### Signal wires by layer, run 1

The bar under the picture is 20 um long. Two of the layers only.
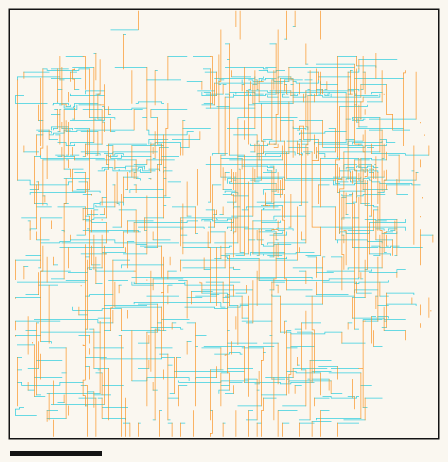
### Clock wiring as the flow saved it, run 1

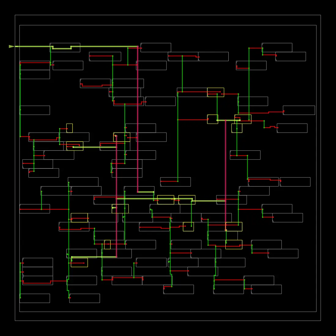
### Metal 2, run 1

The bar under the picture is 20 um long.
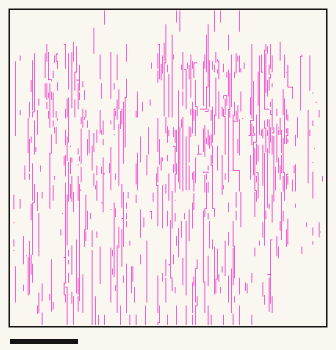
**config.mk**
```make
export PLATFORM = sky130hd
export DESIGN_NAME = programm_lader
export DESIGN_NICKNAME = d
export VERILOG_FILES = /design/src/rtl/programm_lader_pkg.sv /design/src/rtl/programm_lader_uart_empfaenger.sv /design/src/rtl/programm_lader.sv
export SDC_FILE = /design/constraint.sdc
export NUM_CORES = 1
export LEC_CHECK = 0
export ABC_CLOCK_PERIOD_IN_PS = 3400
export CORE_UTILIZATION = 45
export CTS_CLUSTER_DIAMETER = 30
export DETAILED_ROUTE_END_ITERATION = 8
export PLACE_DENSITY = 0.66
export SYNTH_ARGS = -nofsm -noshare
export SYNTH_HDL_FRONTEND = slang
export SYNTH_SLANG_ARGS = --single-unit
```
**constraint.sdc**
```tcl
create_clock -name clk -period 3.4 [get_ports clk]
set_input_delay 0.68 -clock clk [delete_from_list [all_inputs] [get_ports clk]]
set_output_delay 0.68 -clock clk [all_outputs]
set_load 0.005 [all_outputs]
```
**src/rtl/programm_lader_pkg.sv**
```systemverilog
// Shared definitions for the UART program loader: default bit timing and the
// state encodings of the loader FSM and the UART receiver.
package programm_lader_pkg;

    // 25 MHz / 115200 baud
    localparam int CLKS_PER_BIT_DEFAULT = 217;

    typedef enum logic [1:0] {
        WARTE_LAENGE = 2'd0,
        EMPFANGE     = 2'd1,
        SCHREIBE     = 2'd2,
        FERTIG       = 2'd3
    } lader_state_t;

    typedef enum logic [1:0] {
        RX_IDLE  = 2'd0,
        RX_START = 2'd1,
        RX_DATA  = 2'd2,
        RX_STOP  = 2'd3
    } rx_state_t;

endpackage

```
**src/rtl/programm_lader_uart_empfaenger.sv**
```systemverilog
// 8N1 UART receiver: two-flop synchroniser, mid-bit sampling, one-cycle
// byte_valid on a good stop bit and one-cycle frame_err on a bad one.
module uart_empfaenger
    import programm_lader_pkg::*;
#(
    parameter int CLKS_PER_BIT = CLKS_PER_BIT_DEFAULT
) (
    input  logic       clk,
    input  logic       reset,
    input  logic       rx,
    output logic       byte_valid,
    output logic [7:0] byte_data,
    output logic       frame_err
);
    localparam int CW = $clog2(CLKS_PER_BIT + 1);
    localparam logic [CW-1:0] FULL_CNT = CW'(CLKS_PER_BIT - 1);
    localparam logic [CW-1:0] HALF_CNT = CW'(CLKS_PER_BIT / 2 - 1);

    logic          sync1_q, sync2_q, prev_q;
    rx_state_t     rx_state_q, rx_state_d;
    logic [CW-1:0] cnt_q, cnt_d;
    logic [2:0]    bit_q, bit_d;
    logic [7:0]    shift_q, shift_d;
    logic          valid_q, valid_d;
    logic          ferr_q, ferr_d;

    always_ff @(posedge clk or posedge reset) begin
        if (reset) begin
            sync1_q    <= 1'b1;
            sync2_q    <= 1'b1;
            prev_q     <= 1'b1;
            rx_state_q <= RX_IDLE;
            cnt_q      <= '0;
            bit_q      <= '0;
            shift_q    <= '0;
            valid_q    <= 1'b0;
            ferr_q     <= 1'b0;
        end else begin
            sync1_q    <= rx;
            sync2_q    <= sync1_q;
            prev_q     <= sync2_q;
            rx_state_q <= rx_state_d;
            cnt_q      <= cnt_d;
            bit_q      <= bit_d;
            shift_q    <= shift_d;
            valid_q    <= valid_d;
            ferr_q     <= ferr_d;
        end
    end

    always_comb begin
        rx_state_d = rx_state_q;
        cnt_d      = cnt_q + 1'b1;
        bit_d      = bit_q;
        shift_d    = shift_q;
        valid_d    = 1'b0;
        ferr_d     = 1'b0;
        case (rx_state_q)
            RX_IDLE: begin
                cnt_d = '0;
                if (prev_q && !sync2_q) rx_state_d = RX_START;
            end
            RX_START: begin
                // A start bit that is high again at mid-bit was only a glitch.
                if (cnt_q == HALF_CNT) begin
                    cnt_d      = '0;
                    bit_d      = '0;
                    rx_state_d = sync2_q ? RX_IDLE : RX_DATA;
                end
            end
            RX_DATA: begin
                if (cnt_q == FULL_CNT) begin
                    cnt_d   = '0;
                    shift_d = {sync2_q, shift_q[7:1]};
                    bit_d   = bit_q + 1'b1;
                    if (bit_q == 3'd7) rx_state_d = RX_STOP;
                end
            end
            RX_STOP: begin
                if (cnt_q == FULL_CNT) begin
                    cnt_d      = '0;
                    rx_state_d = RX_IDLE;
                    valid_d    = sync2_q;
                    ferr_d     = !sync2_q;
                end
            end
            default: rx_state_d = RX_IDLE;
        endcase
    end

    assign byte_valid = valid_q;
    assign byte_data  = shift_q;
    assign frame_err  = ferr_q;

endmodule

```
**src/rtl/programm_lader.sv**
```systemverilog
// UART program loader: receives a length byte N (0 = 256) followed by N
// big-endian 32-bit words and writes them to instruction RAM from address 0.
module programm_lader
    import programm_lader_pkg::*;
#(
    parameter int CLKS_PER_BIT  = CLKS_PER_BIT_DEFAULT,
    parameter bit HALT_AT_RESET = 1'b1
) (
    input  logic        clk,
    input  logic        reset,
    input  logic        rx,
    output logic        ram_we,
    output logic [7:0]  ram_addr,
    output logic [31:0] ram_data,
    output logic        cpu_halt,
    output logic        busy,
    output logic        error
);
    logic       byte_valid, frame_err;
    logic [7:0] byte_data;

    uart_empfaenger #(.CLKS_PER_BIT(CLKS_PER_BIT)) u_rx (
        .clk        (clk),
        .reset      (reset),
        .rx         (rx),
        .byte_valid (byte_valid),
        .byte_data  (byte_data),
        .frame_err  (frame_err)
    );

    lader_state_t state_q, state_d;
    logic [7:0]   len_q, len_d;
    logic [1:0]   byte_cnt_q, byte_cnt_d;
    logic [7:0]   addr_q, addr_d;
    logic [31:0]  data_q, data_d;
    logic         halt_q, halt_d;
    logic         busy_q, busy_d;
    logic         error_q, error_d;

    always_ff @(posedge clk or posedge reset) begin
        if (reset) begin
            state_q    <= WARTE_LAENGE;
            len_q      <= '0;
            byte_cnt_q <= '0;
            addr_q     <= '0;
            data_q     <= '0;
            halt_q     <= HALT_AT_RESET;
            busy_q     <= 1'b0;
            error_q    <= 1'b0;
        end else begin
            state_q    <= state_d;
            len_q      <= len_d;
            byte_cnt_q <= byte_cnt_d;
            addr_q     <= addr_d;
            data_q     <= data_d;
            halt_q     <= halt_d;
            busy_q     <= busy_d;
            error_q    <= error_d;
        end
    end

    always_comb begin
        state_d    = state_q;
        len_d      = len_q;
        byte_cnt_d = byte_cnt_q;
        addr_d     = addr_q;
        data_d     = data_q;
        halt_d     = halt_q;
        busy_d     = busy_q;
        error_d    = error_q;
        case (state_q)
            WARTE_LAENGE, FERTIG: begin
                if (byte_valid) begin
                    len_d      = byte_data;
                    addr_d     = '0;
                    byte_cnt_d = '0;
                    halt_d     = 1'b1;
                    busy_d     = 1'b1;
                    error_d    = 1'b0;
                    state_d    = EMPFANGE;
                end
            end
            EMPFANGE: begin
                if (byte_valid) begin
                    data_d     = {data_q[23:0], byte_data};
                    byte_cnt_d = byte_cnt_q + 1'b1;
                    if (byte_cnt_q == 2'd3) state_d = SCHREIBE;
                end
            end
            SCHREIBE: begin
                // len_q - 1 wraps to 255 for N = 0, which encodes 256 words.
                if (addr_q == len_q - 8'd1) begin
                    state_d = FERTIG;
                    busy_d  = 1'b0;
                    halt_d  = 1'b0;
                end else begin
                    addr_d  = addr_q + 8'd1;
                    state_d = EMPFANGE;
                end
            end
            default: state_d = WARTE_LAENGE;
        endcase
        // A framing error aborts any load but leaves the CPU halt state alone.
        if (frame_err) begin
            error_d = 1'b1;
            busy_d  = 1'b0;
            state_d = WARTE_LAENGE;
        end
    end

    assign ram_we   = (state_q == SCHREIBE);
    assign ram_addr = addr_q;
    assign ram_data = data_q;
    assign cpu_halt = halt_q;
    assign busy     = busy_q;
    assign error    = error_q;

endmodule

```
==> qor.rpt, run 1 <==
========================================================================================================
Run status ................................................................................ complete, no violations
Fraction of standard cell area in multi-input logic .......................................        35.2%
Die Ht ....................................................................................      92.9 um
Non-clock inverters .......................................................................           13
Area fraction in compound gates ...........................................................        8.15%
Remaining global-route overflow ...........................................................            0
Hold Fails Final Rpt ......................................................................            0
Clock network power .......................................................................   0.000657 W
Number of placed cells counting well taps .................................................          443
Total negative setup slack ................................................................         0 ns
CP endpoint ...............................................................................       ram_we
Layout area overhead ......................................................................        20.2%
Switching power of the nets ...............................................................   0.000482 W
Worst slew margin relative to its limit ...................................................        44.1%
Path type of the worst min-delay path ..................................................... register to register
Final std cells w/o fill ..................................................................          459
Wire length of the first global-routing pass ..............................................    11,600 um
Number of nets with antenna violations after detailed routing .............................            0
Mux area share ............................................................................        15.4%
Final design instance area without fill ...................................................  0.00447 mm2
Worst clock skew ..........................................................................   0.00606 ns
Proportion of layout cells with a drive suffix above 1 ....................................        23.2%
Worst slack at placement ..................................................................     0.877 ns
Core area .................................................................................  0.00785 mm2
Worst hold slack ..........................................................................     0.360 ns
Effective utilization at floorplan ........................................................        47.3%
Dominant cell by count in the synthesized netlist ......................................... sky130_fd_sc_hd__dfrtp_1
Log Warnings ..............................................................................           29
Tightest Pin Transition ...................................................................     0.836 ns
Worst Hold Launch ......................................................................... u_rx.sync1_q
Power after layout ........................................................................    0.00187 W
Post-cts gate resize count ................................................................            0
First drt pass iteration count ............................................................            4
Setup crit end kind ....................................................................... primary output
Unrepaired setup endpoints after global routing ...........................................           no
Final-report max-slew violation count .....................................................            0
Detailed Route Iter0 Violations ...........................................................           60
Combinational-cell power consumption ......................................................   0.000147 W
Worst reg2reg path startpoint .............................................................   state_q[0]
Largest type area fraction ................................................................        51.9%
Post-CTS clock slew at the launch and capture registers of the worst setup and hold paths .      0.08 ns
Top routing layer in use ..................................................................         met4
Clk tree area frac ........................................................................        4.20%
Diodes inserted ...........................................................................            0
Core utilization of the finished layout ...................................................        56.9%
Top FF cell, synth ........................................................................ sky130_fd_sc_hd__dfrtp_1
Post-place instance area ..................................................................  0.00428 mm2
Internal portion of total power ...........................................................    0.00139 W
Synthesized-area fraction occupied by adder cells .........................................        3.37%
Root Buffer Master ........................................................................ sky130_fd_sc_hd__clkbuf_8
Synth cell count leaders .................................................................. sky130_fd_sc_hd__dfrtp_1, sky130_fd_sc_hd__mux2_2, sky130_fd_sc_hd__nor2_1
Layer with the highest usage after global routing .........................................         met2
Main logic family after synthesis ......................................................... multiplexers
Worst skew pair latency ...................................................................      0.34 ns
Clock tree from TritonCTS .................................................................        built
Setup slack, reg-to-reg ...................................................................      0.86 ns
Number of well-tap cells placed ...........................................................          102
Worst EP required .........................................................................      2.72 ns
LEAKAGE ...................................................................................      2.09 nW
Data arrival time at the worst-slack endpoint .............................................      2.00 ns
Yosys cell count ..........................................................................          306
Portion of total power attributed to the clock network ....................................        35.1%
Area of the chip ..........................................................................  0.00862 mm2
Met1 GRT Util .............................................................................        21.5%
Number of distinct library cells after synthesis ..........................................           54
Worst reg2reg path depth ..................................................................            7
Vias in the first global route ............................................................        2,540
Post-synth ARST share .....................................................................         100%
Fraction of the cycle the final worst path needs ..........................................        78.9%
Multi-input gates .........................................................................          198
Number of standard-cell rows in the floorplan .............................................           32
Met3 wirelength from detailed routing .....................................................       209 um
Register bit total from synthesis .........................................................           81
Number of nets in the final layout ........................................................          365
Worst Path Max Fanout .....................................................................           18
Number of buffers inserted by port buffering ..............................................           46
Sequential fraction of total cell area ....................................................        45.5%
Vias per cell .............................................................................         5.30
Top cell class by occupied area ...........................................................    registers
Setup Crit Path Kind ...................................................................... register to primary output
Boundary pin count ........................................................................           47
Power Dens Cells ..........................................................................   419 mW/mm2
M1 wire length ............................................................................      3040 um
Count of buffers added by post-CTS timing repair for setup ................................            0
DRC Markers ...............................................................................            0
Most frequent standard cell in the layout excluding fill and tap cells .................... sky130_fd_sc_hd__dfrtp_1
Met3 track demand over resource in global routing .........................................        4.11%
Maximum VDD drop ..........................................................................       359 uV
FFs & Latches .............................................................................           81
Non-CTS buffers ...........................................................................           49
Initial antenna violation count ...........................................................            0
Die boundary width ........................................................................      92.9 um
Maximum level of the CTS H-tree ...........................................................            3
Final worst path period need ..............................................................      2.68 ns
GPL Wtd Cong ..............................................................................        0.779
Post-synthesis xor/xnor area fraction .....................................................        3.54%
Critical path origin ......................................................................   state_q[0]
Synthesized area per cell .................................................................     12.1 um2
Power drawn by the sequential cells .......................................................    0.00107 W
Final number of setup-violating endpoints .................................................            0
Setup ws final ............................................................................     0.718 ns
Post-synth EDFFs ..........................................................................            0
Tally of max-capacitance violations .......................................................            0
Top Layout Cells .......................................................................... sky130_fd_sc_hd__dfrtp_1, sky130_fd_sc_hd__mux2_2, sky130_fd_sc_hd__clkdlybuf4s50_1
Share of total power consumed by net switching ............................................        25.8%
Net count after synthesis .................................................................          319
Number of hold buffers added after cts ....................................................            0
Register Area .............................................................................  0.00203 mm2
Cell types occupying the most area after synthesis ........................................ sky130_fd_sc_hd__dfrtp_1, sky130_fd_sc_hd__mux2_2, sky130_fd_sc_hd__ha_1
Max clock buf depth .......................................................................            2
Group drawing the most power .............................................................. sequential cells
Cell area after synthesis .................................................................  0.00371 mm2
Routed wire length on met2 ................................................................      3220 um
Non-clock buffering overhead in the final layout ..........................................        11.1%
Worst Hold End ............................................................................ u_rx.sync2_q
Sequential fraction of design power .......................................................        57.0%
Comb power frac ...........................................................................         7.9%
Reg-to-reg critical path endpoint .........................................................  ram_addr[7]
Biggest area consumer among synthesized cells ............................................. sky130_fd_sc_hd__dfrtp_1
Detailed placement HPWL ...................................................................      4550 um
Pin count of the biggest net entering global routing ......................................           47
Post-synth area from yosys stat ...........................................................  0.00371 mm2
Filler Cell Count .........................................................................          709
Sequential area share after synthesis .....................................................        54.7%
Nature of the critical path startpoint ....................................................     register
Post-Synth Simple-Gate Area ...............................................................        11.9%
========================================================================================================
About 'Signal wires by layer':
M1: drawn in cyan, wire length 3,040 um. M2: drawn in orange, wire length 3,220 um.
average wire length per cell after detail routing: 14.4 um
global router's overall resource usage: 17.2%
total detailed-routing wirelength: 6590 um

About 'Clock wiring as the flow saved it':
Layout clock buffers: 11
CTS buffer count: 9
number of clock sinks: 81

About 'Metal 2':
The layer carries 3,220 um of wire. The wires run mostly vertical.
met2 GRT Util: 28.2%
detailed-route via count: 2,434

run 1: state kept, by name, indices dropped and copies added (netlist names), named ones only:
register,flops
busy,1
byte_cnt_q,2
cpu_halt,1
error,1
len_q,8
ram_addr,8
ram_data,32
state_q,2
u_rx.bit_q,3
u_rx.byte_data,8
u_rx.byte_valid,1
u_rx.cnt_q,8
u_rx.frame_err,1
u_rx.prev_q,1
u_rx.rx_state_q,1
u_rx.sync1_q,1
u_rx.sync2_q,1
run 1: worst max-delay path, stage by stage, from the launching register on:
cell                              delay, ns
sky130_fd_sc_hd__dfrtp_1               0.42
sky130_fd_sc_hd__inv_1                 0.09
sky130_fd_sc_hd__ha_1                  0.54
sky130_fd_sc_hd__clkdlybuf4s50_1       0.61
### Signal wires on met3, run 1

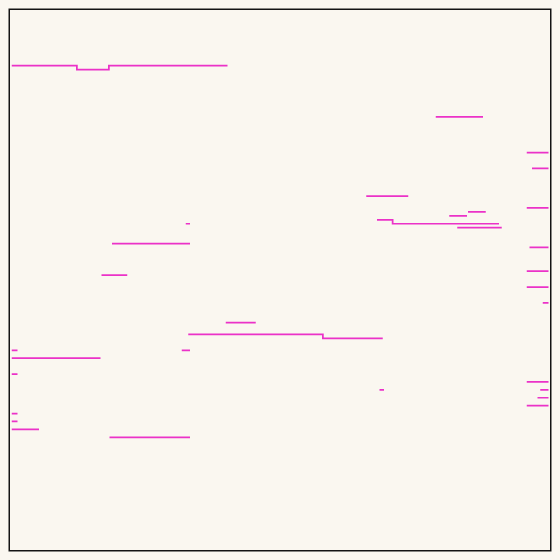

==> run 2, diff against run 1 <==
- ABC_CLOCK_PERIOD_IN_PS: 3400 -> 2600
- clock period: 3.4 -> 2.6 ns (I/O delays scaled with it)
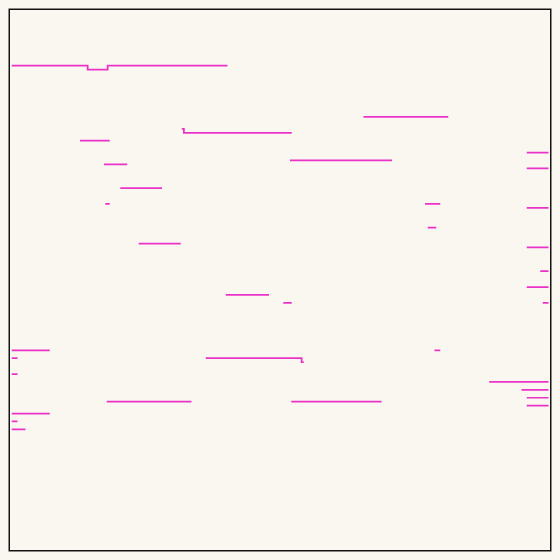
*Signal wires on met3, run 2*
The longest straight run is 20.5 um. The wires run mostly horizontal. The layer holds 3.4% of the routed length.
met3 track demand over resource in global routing: 6.08%
total detailed-routing wirelength: 6610 um

==> run 2 against run 1 <==
Compared with the run above: routed wire length up 0.36%; clock power up 42%; synthesized area unchanged; highest routed layer unchanged; flip-flop count unchanged; synthesized cell count unchanged.
==> qor.rpt, run 2 <==
=====================================================================================
Internal portion of total power ........................................    0.00187 W   +35%
Total negative setup slack .............................................         0 ns   unchanged
Area fraction in compound gates ........................................        8.15%   unchanged
Final-report max-slew violation count ..................................            0   unchanged
Worst EP required ......................................................      2.89 ns   +0.17 ns
Maximum VDD drop .......................................................       461 uV   +28%
Wire length of the first global-routing pass ...........................    11,400 um   -1.8%
Top FF cell, synth ..................................................... sky130_fd_sc_hd__dfrtp_1
Non-clock buffering overhead in the final layout .......................        11.9%   +0.78 points
Portion of total power attributed to the clock network .................        36.9%   +1.8 points
Post-synth EDFFs .......................................................            0   unchanged
Run status ............................................................. complete, no violations
Unrepaired setup endpoints after global routing ........................           no
Global router's overall resource usage .................................        17.2%   about the same
Post-cts gate resize count .............................................            0   unchanged
Combinational-cell power consumption ...................................   0.000199 W   +35%
Core utilization of the finished layout ................................        57.7%   +0.84 points
Synthesized area per cell ..............................................     12.1 um2   unchanged
Tightest Pin Transition ................................................     0.657 ns   -0.179 ns
Cell with the biggest individual delay on the critical path ............ sky130_fd_sc_hd__or4_4
Average wire length per cell after detail routing ......................      14.3 um   -0.50%
Proportion of layout cells with a drive suffix above 1 .................        24.9%   +1.7 points
Log Warnings ...........................................................           29   unchanged
Die boundary width .....................................................      92.9 um   unchanged
Register bit total from synthesis ......................................           81   unchanged
Power drawn by the sequential cells ....................................    0.00140 W   +31%
Worst Hold End ......................................................... u_rx.sync2_q
LEAKAGE ................................................................      2.12 nW   +1.0%
Filler Cell Count ......................................................          683   -3.7%
DRC Markers ............................................................            0   unchanged
Max clock buf depth ....................................................            2   unchanged
Share of total power consumed by net switching .........................        26.3%   +0.45 points
Comb power frac ........................................................         7.9%   about the same
Core area ..............................................................  0.00785 mm2   unchanged
Path type of the worst min-delay path .................................. register to register
Number of clock sinks ..................................................           81   unchanged
Boundary pin count .....................................................           47   unchanged
Cell area after synthesis ..............................................  0.00371 mm2   unchanged
Main logic family after synthesis ...................................... multiplexers
Worst clock skew .......................................................   0.00555 ns   -0.000508 ns
Top Layout Cells ....................................................... sky130_fd_sc_hd__dfrtp_1, sky130_fd_sc_hd__mux2_2, sky130_fd_sc_hd__clkdlybuf4s50_1
Number of distinct library cells after synthesis .......................           54   unchanged
CTS buffer count .......................................................            9   unchanged
Worst Hold Launch ...................................................... u_rx.sync1_q
Dominant cell by count in the synthesized netlist ...................... sky130_fd_sc_hd__dfrtp_1
Maximum level of the CTS H-tree ........................................            3   unchanged
Number of buffers inserted by port buffering ...........................           46   unchanged
Effective utilization at floorplan .....................................        47.3%   unchanged
First drt pass iteration count .........................................            5   +1
Setup ws final .........................................................     0.148 ns   -0.570 ns
Most frequent standard cell in the layout excluding fill and tap cells . sky130_fd_sc_hd__dfrtp_1
Detailed Route Iter0 Violations ........................................           95   +58%
Routed wire length on met2 .............................................      3200 um   -0.84%
Number of hold buffers added after cts .................................            0   unchanged
Clock tree from TritonCTS ..............................................        built
Power Dens Cells .......................................................   558 mW/mm2   +33%
Worst skew pair latency ................................................      0.35 ns   about the same
Root Buffer Master ..................................................... sky130_fd_sc_hd__clkbuf_8
Power after layout .....................................................    0.00253 W   +35%
Final number of setup-violating endpoints ..............................            0   unchanged
Number of standard-cell rows in the floorplan ..........................           32   unchanged
Pin count of the biggest net entering global routing ...................           33   -30%
Die Ht .................................................................      92.9 um   unchanged
Post-Synth Simple-Gate Area ............................................        11.9%   unchanged
Clk tree area frac .....................................................        4.47%   +0.27 points
Sequential area share after synthesis ..................................        54.7%   unchanged
Flip-flop count of the largest register, all copies and words added ....           32   unchanged
Layer with the highest usage after global routing ......................         met2
Count of buffers added by post-CTS timing repair for setup .............            0   unchanged
Setup crit end kind ....................................................     register
Non-CTS buffers ........................................................           53   +8.2%
Tally of max-capacitance violations ....................................            0   unchanged
Setup Crit Path Kind ................................................... register to register
Met3 wirelength from detailed routing ..................................       227 um   +8.6%
Switching power of the nets ............................................   0.000664 W   +38%
Biggest area consumer among synthesized cells .......................... sky130_fd_sc_hd__dfrtp_1
Met1 GRT Util ..........................................................        21.7%   +0.18 points
Detailed placement HPWL ................................................      4600 um   +0.94%
Post-place instance area ...............................................  0.00431 mm2   +0.82%
Cell types occupying the most area after synthesis ..................... sky130_fd_sc_hd__dfrtp_1, sky130_fd_sc_hd__mux2_2, sky130_fd_sc_hd__ha_1
GPL Wtd Cong ...........................................................        0.791   +1.6%
Post-synth ARST share ..................................................         100%   unchanged
Mux area share .........................................................        15.4%   unchanged
Yosys cell count .......................................................          306   unchanged
Multi-input gates ......................................................          198   unchanged
Remaining global-route overflow ........................................            0   unchanged
Number of nets in the final layout .....................................          369   +1.1%
Synth cell count leaders ............................................... sky130_fd_sc_hd__dfrtp_1, sky130_fd_sc_hd__mux2_2, sky130_fd_sc_hd__nor2_1
Worst stage delay on the critical path .................................      0.52 ns   -0.09 ns
Synthesized-area fraction occupied by adder cells ......................        3.37%   unchanged
Sequential fraction of total cell area .................................        44.8%   -0.67 points
Number of placed cells counting well taps ..............................          446   +0.68%
Fraction of standard cell area in multi-input logic ....................        34.9%   -0.32 points
Buffers and inverters on the worst path ................................            2   unchanged
Top cell class by occupied area ........................................    registers
=====================================================================================
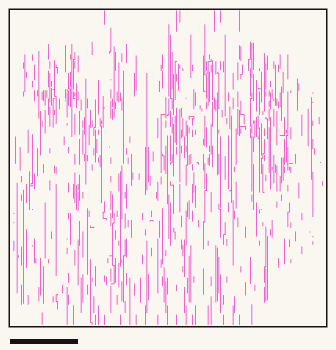
*Metal 2, run 2*
The bar under the picture is 20 um long.
325 nets have wire on it. The layer carries 3,200 um of wire. The layer holds 48% of the routed length. The longest straight run is 34.3 um. The wires run mostly vertical.
met2 GRT Util: 27.3%
detailed-route via count: 2,465

## run 2: netlist changes by cell type in the layout (fill, tap and decap cells not counted), moves of 2 or more
cell                         delta
sky130_fd_sc_hd__buf_4          +3
sky130_fd_sc_hd__ha_1           -2
sky130_fd_sc_hd__ha_2           +2
sky130_fd_sc_hd__clkinvlp_4     +2
sky130_fd_sc_hd__clkbuf_8       -2
## run 2: worst max-delay path by stage
stage                     from                         end  slack, ns  depth (start not counted)
global route          len_q[0]                 ram_addr[6]      0.007                          9
global placement      len_q[0]                 ram_addr[6]       0.19                          9
finish                len_q[0]                 ram_addr[6]       0.15                          9
CTS                 state_q[0]                      ram_we       0.06                          3
detailed placement    len_q[0]                 ram_addr[6]       0.13                          9
floorplan                reset  asynchronous set/reset pin      0.007                          1
Power is estimated from default activity; no workload was simulated.
